==> images/wires.png <==
Scale: 3 px per µm.
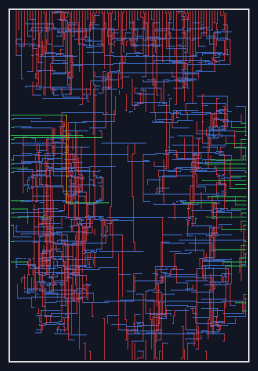
==> images/clocks.png <==
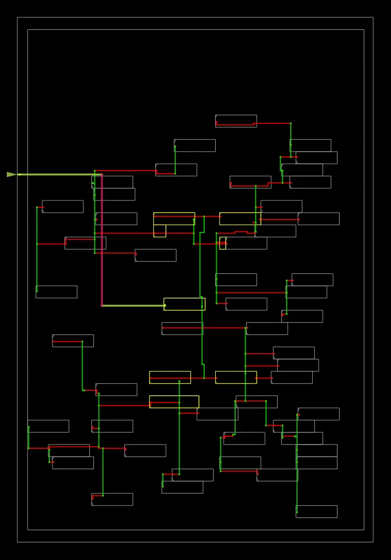
`src/rtl/mem_arbiter.sv`:
```
// mem_arbiter: arbitrates fetch and MEM-stage access to one single-port synchronous RAM.
// Define MEM_ARB_RR_EN for round-robin conflict resolution; default is fixed MEM priority.
module mem_arbiter #(
   parameter int ADDR_WIDTH = 12,
   parameter int WORD_WIDTH = 16,
   parameter int CNT_WIDTH  = 16
) (
   input  logic                  clock,
   input  logic                  reset,
   input  logic                  in_if_req,
   input  logic [ADDR_WIDTH-1:0] in_if_addr,
   output logic                  out_if_gnt,
   output logic                  out_if_valid,
   output logic [WORD_WIDTH-1:0] out_if_word,
   input  logic                  in_mem_req,
   input  logic                  in_mem_we,
   input  logic [ADDR_WIDTH-1:0] in_mem_addr,
   input  logic [WORD_WIDTH-1:0] in_mem_wdata,
   output logic                  out_mem_gnt,
   output logic                  out_mem_valid,
   output logic [WORD_WIDTH-1:0] out_mem_word,
   output logic                  out_ram_en,
   output logic                  out_ram_we,
   output logic [ADDR_WIDTH-1:0] out_ram_addr,
   output logic [WORD_WIDTH-1:0] out_ram_wdata,
   input  logic [WORD_WIDTH-1:0] in_ram_rdata,
   output logic                  out_stall,
   output logic [CNT_WIDTH-1:0]  out_conflicts
);
   typedef enum logic [1:0] {RD_NONE, RD_IF, RD_MEM} owner_t;
   owner_t owner, owner_nxt;
   logic conflict, mem_first;
   logic [WORD_WIDTH-1:0] if_hold, mem_hold;

`ifdef MEM_ARB_RR_EN
   logic rr_ptr; // 0: MEM takes the next conflict
   always_ff @(posedge clock or negedge reset)
      if (!reset) rr_ptr <= 1'b0;
      else if (conflict) rr_ptr <= ~rr_ptr;
   assign mem_first = ~rr_ptr;
`else
   assign mem_first = 1'b1;
`endif

   // reset gates every request-derived output combinationally
   assign conflict      = reset & in_if_req & in_mem_req;
   assign out_stall     = conflict;
   assign out_mem_gnt   = reset & in_mem_req & (~in_if_req | mem_first);
   assign out_if_gnt    = reset & in_if_req & ~(in_mem_req & mem_first);
   assign out_ram_en    = out_if_gnt | out_mem_gnt;
   assign out_ram_we    = out_mem_gnt & in_mem_we;
   assign out_ram_addr  = out_mem_gnt ? in_mem_addr : in_if_addr;
   assign out_ram_wdata = out_ram_we ? in_mem_wdata : '0;

   always_comb begin
      owner_nxt = RD_NONE;
      owner_nxt = out_if_gnt ? RD_IF : (out_mem_gnt && !in_mem_we) ? RD_MEM : RD_NONE;
   end

   always_ff @(posedge clock or negedge reset)
      if (!reset) owner <= RD_NONE;
      else owner <= owner_nxt;

   always_ff @(posedge clock or negedge reset)
      if (!reset) begin
         if_hold  <= '0;
         mem_hold <= '0;
      end else begin
         if (owner == RD_IF) if_hold <= in_ram_rdata;
         if (owner == RD_MEM) mem_hold <= in_ram_rdata;
      end

   always_ff @(posedge clock or negedge reset)
      if (!reset) out_conflicts <= '0;
      else if (conflict && !(&out_conflicts)) out_conflicts <= out_conflicts + 1'b1;

   // read data is live on the return cycle and held afterwards
   assign out_if_valid  = (owner == RD_IF);
   assign out_mem_valid = (owner == RD_MEM);
   assign out_if_word   = out_if_valid ? in_ram_rdata : if_hold;
   assign out_mem_word  = out_mem_valid ? in_ram_rdata : mem_hold;
endmodule

```
`config.mk`:
```
export PLATFORM = sky130hd
export DESIGN_NAME = mem_arbiter
export DESIGN_NICKNAME = d
export VERILOG_FILES = /design/src/rtl/mem_arbiter.sv
export SDC_FILE = /design/constraint.sdc
export NUM_CORES = 1
export LEC_CHECK = 0
export ABC_AREA = 1
export CAP_MARGIN = 20
export CORE_ASPECT_RATIO = 1.5
export CORE_MARGIN = 2
export CORE_UTILIZATION = 30
export DETAILED_ROUTE_END_ITERATION = 12
export PLACE_DENSITY_LB_ADDON = 0.2
export SYNTH_ARGS = -nofsm -noshare
export SYNTH_HDL_FRONTEND = slang
export SYNTH_SLANG_ARGS = --single-unit
```
`constraint.sdc`:
```
create_clock -name clock -period 3.55 [get_ports clock]
set_input_delay 0.71 -clock clock [delete_from_list [all_inputs] [get_ports clock]]
set_output_delay 0.71 -clock clock [all_outputs]
set_load 0.02 [all_outputs]
```
==> run notes <==
• total of fill cells in the finished design: 819
• count of buffers from port buffering: 143
• type of the worst min-delay path: flop to flop
• Yosys top cell by area: sky130_fd_sc_hd__dfrtp_1
• cell at the root of the clock tree: sky130_fd_sc_hd__clkbuf_16
• top post-synthesis cells by area: sky130_fd_sc_hd__dfrtp_1 49%, sky130_fd_sc_hd__nand2_1 20%, sky130_fd_sc_hd__inv_1 7.9%
• synthesis warning total: 0
• GR Overflow Total: 0
• ratio of cells with drive above 1 in the final layout: 4.40%
• Routed Antenna Nets: 0
• cell area after technology mapping: 2550 µm²
• placed wire-length estimate after detailed placement: 5.79 mm
• total length of routed met2 wires: 3.94 mm
• worst-case headroom to the max-slew limit: 46.1%
• count of H-tree levels built during CTS: 2
• antenna violations before repair: 0
• sequential-to-total area share from yosys stat: 49.0%
• count of instances resized after the clock tree is built: 0
• met1 WL: 3.18 mm
• DIE HEIGHT: 117 µm
• Post-route DRC: 0
• min Tclk post-route: 3.18 ns
• maximum fanout along the worst path: 17
• total count of max-transition violations in the final report: 0
• area fraction in compound gates: 7.21%
• Diodes inserted: 0
• CTS Hold Bufs: 0
• leakage power summed over all cells: 2.04 nW
• setup repair after global routing missed its margin: no
• fa+ha+maj area frac: 0.490%
• Clk pin slew, worst setup/hold paths: 0.06 ns
• run status: complete, no violations
• synthesized net count: 417
• final tally of hold violations: 0
• placed cell area: 4100 µm²
• arrival time worst endpoint: 2.47 ns
• number of iterations in the first detailed-routing pass: 4
• sum of negative setup slack: 0 ns
• highest signal layer in the routed design: met4
• via count of the first global-routing pass: 2,365
• Layout Nets: 561
• Worst R2R Path Depth: 10
About wires.png:
[metal 3] green | wire length: 307 µm
[metal 4] orange | wire length: 29.2 µm
[metal 2] red | wire length: 3,940 µm
[metal 1] blue | wire length: 3,180 µm
routed length per instance: 12.3 µm
overall via count from detail_route: 2,604

About clocks.png:
Flop Count: 50
number of clock sinks seen by CTS: 50
clk_lat worst skew: 0.28 ns
Fin Clk Skew: 0.00283 ns
number of clock buffers in the layout: 6

cell families after synthesis:
kind of cell | after synthesis
AND/OR/NAND/NOR | 198
buffers and inverters | 66
flip-flops | 50
AND-OR/OR-AND | 36
XOR/XNOR | 4
adder cells (fa/ha/maj) | 1
power breakdown:
| part | internal [W] | total, W | switching, W |
|---|---|---|---|
| clock | 0.000333 | 0.000532 | 0.000199 |
| combinational | 0.000292 | 0.000600 | 0.000308 |
| sequential | 0.000656 | 0.000700 | 0.0000438 |
| total | 0.00128 | 0.00183 | 0.000551 |
sequential cells by signal, indices dropped and copies added (netlist names):
register / count
owner: 2
if_hold: 16
out_conflicts: 16
mem_hold: 16
worst min path at each step:
| stage | start | to | slack, ns | depth (start not counted) |
|---|---|---|---|---|
| after global placement | mem_hold[4]$_DFF_PN0_ | mem_hold[4]$_DFF_PN0_ | 0.48 | 2 |
| after CTS | if_hold[4]$_DFF_PN0_ | if_hold[4]$_DFF_PN0_ | 0.51 | 2 |
| after detailed placement | if_hold[10]$_DFF_PN0_ | if_hold[10]$_DFF_PN0_ | 0.49 | 2 |
| final | mem_hold[12]$_DFF_PN0_ | mem_hold[12]$_DFF_PN0_ | 0.50 | 2 |
| after floorplan | reset | if_hold[0]$_DFF_PN0_ | 0.41 | 0 |
| after global routing | mem_hold[14]$_DFF_PN0_ | mem_hold[14]$_DFF_PN0_ | 0.53 | 2 |
cell usage in the layout (no fill, tap or decap), drive strengths merged:
cell,count
clkdlybuf4s50,142
nand2,140
inv,56
dfrtp,50
nor2,39
o21ai,35
nand3,8
nand4,8
clkbuf,6
buf,5
xnor2,2
xor2,2
nor3,1
and2,1
nand3b,1
a21oi,1
ha,1
bufinv,1
clkinvlp,1
area by class of cell:
| type | instances | area share [%] |
|---|---|---|
| repair buffers | 147 | 34.2 |
| flip-flops and latches | 50 | 29.4 |
| multi-input cells | 239 | 24.5 |
| inverters | 56 | 4.93 |
| well taps | 107 | 3.14 |
| clock buffers | 6 | 3.02 |
| clock inverters | 2 | 0.881 |
stage by stage:
step           total power [W]  instances  setup WS (ns)  util, %
2_1_floorplan         0.000987        355           1.25        -
3_3_place_gp           0.00131        599          0.396     49.0
3_5_place_dp           0.00132        599          0.374     49.0
4_1_cts                0.00186        607          0.363     51.0
5_1_grt                0.00194        607          0.205     51.0
6_report               0.00183        607          0.367     51.0
metal layers:
metal	track usage [%]	up-vias
met1	19.8	1182
li1	-	1362
met4	3.10	0
met2	27.1	58
met5	0	-
met3	3.14	2
critical path, cell delays in order:
cell,delay (ns)
sky130_fd_sc_hd__clkdlybuf4s50_1,0.50
sky130_fd_sc_hd__nand2_1,0.08
sky130_fd_sc_hd__inv_1,0.07
sky130_fd_sc_hd__nand2_1,0.29
sky130_fd_sc_hd__nor2_1,0.20
sky130_fd_sc_hd__clkdlybuf4s50_1,0.62
Power and IR drop assume default switching activity.
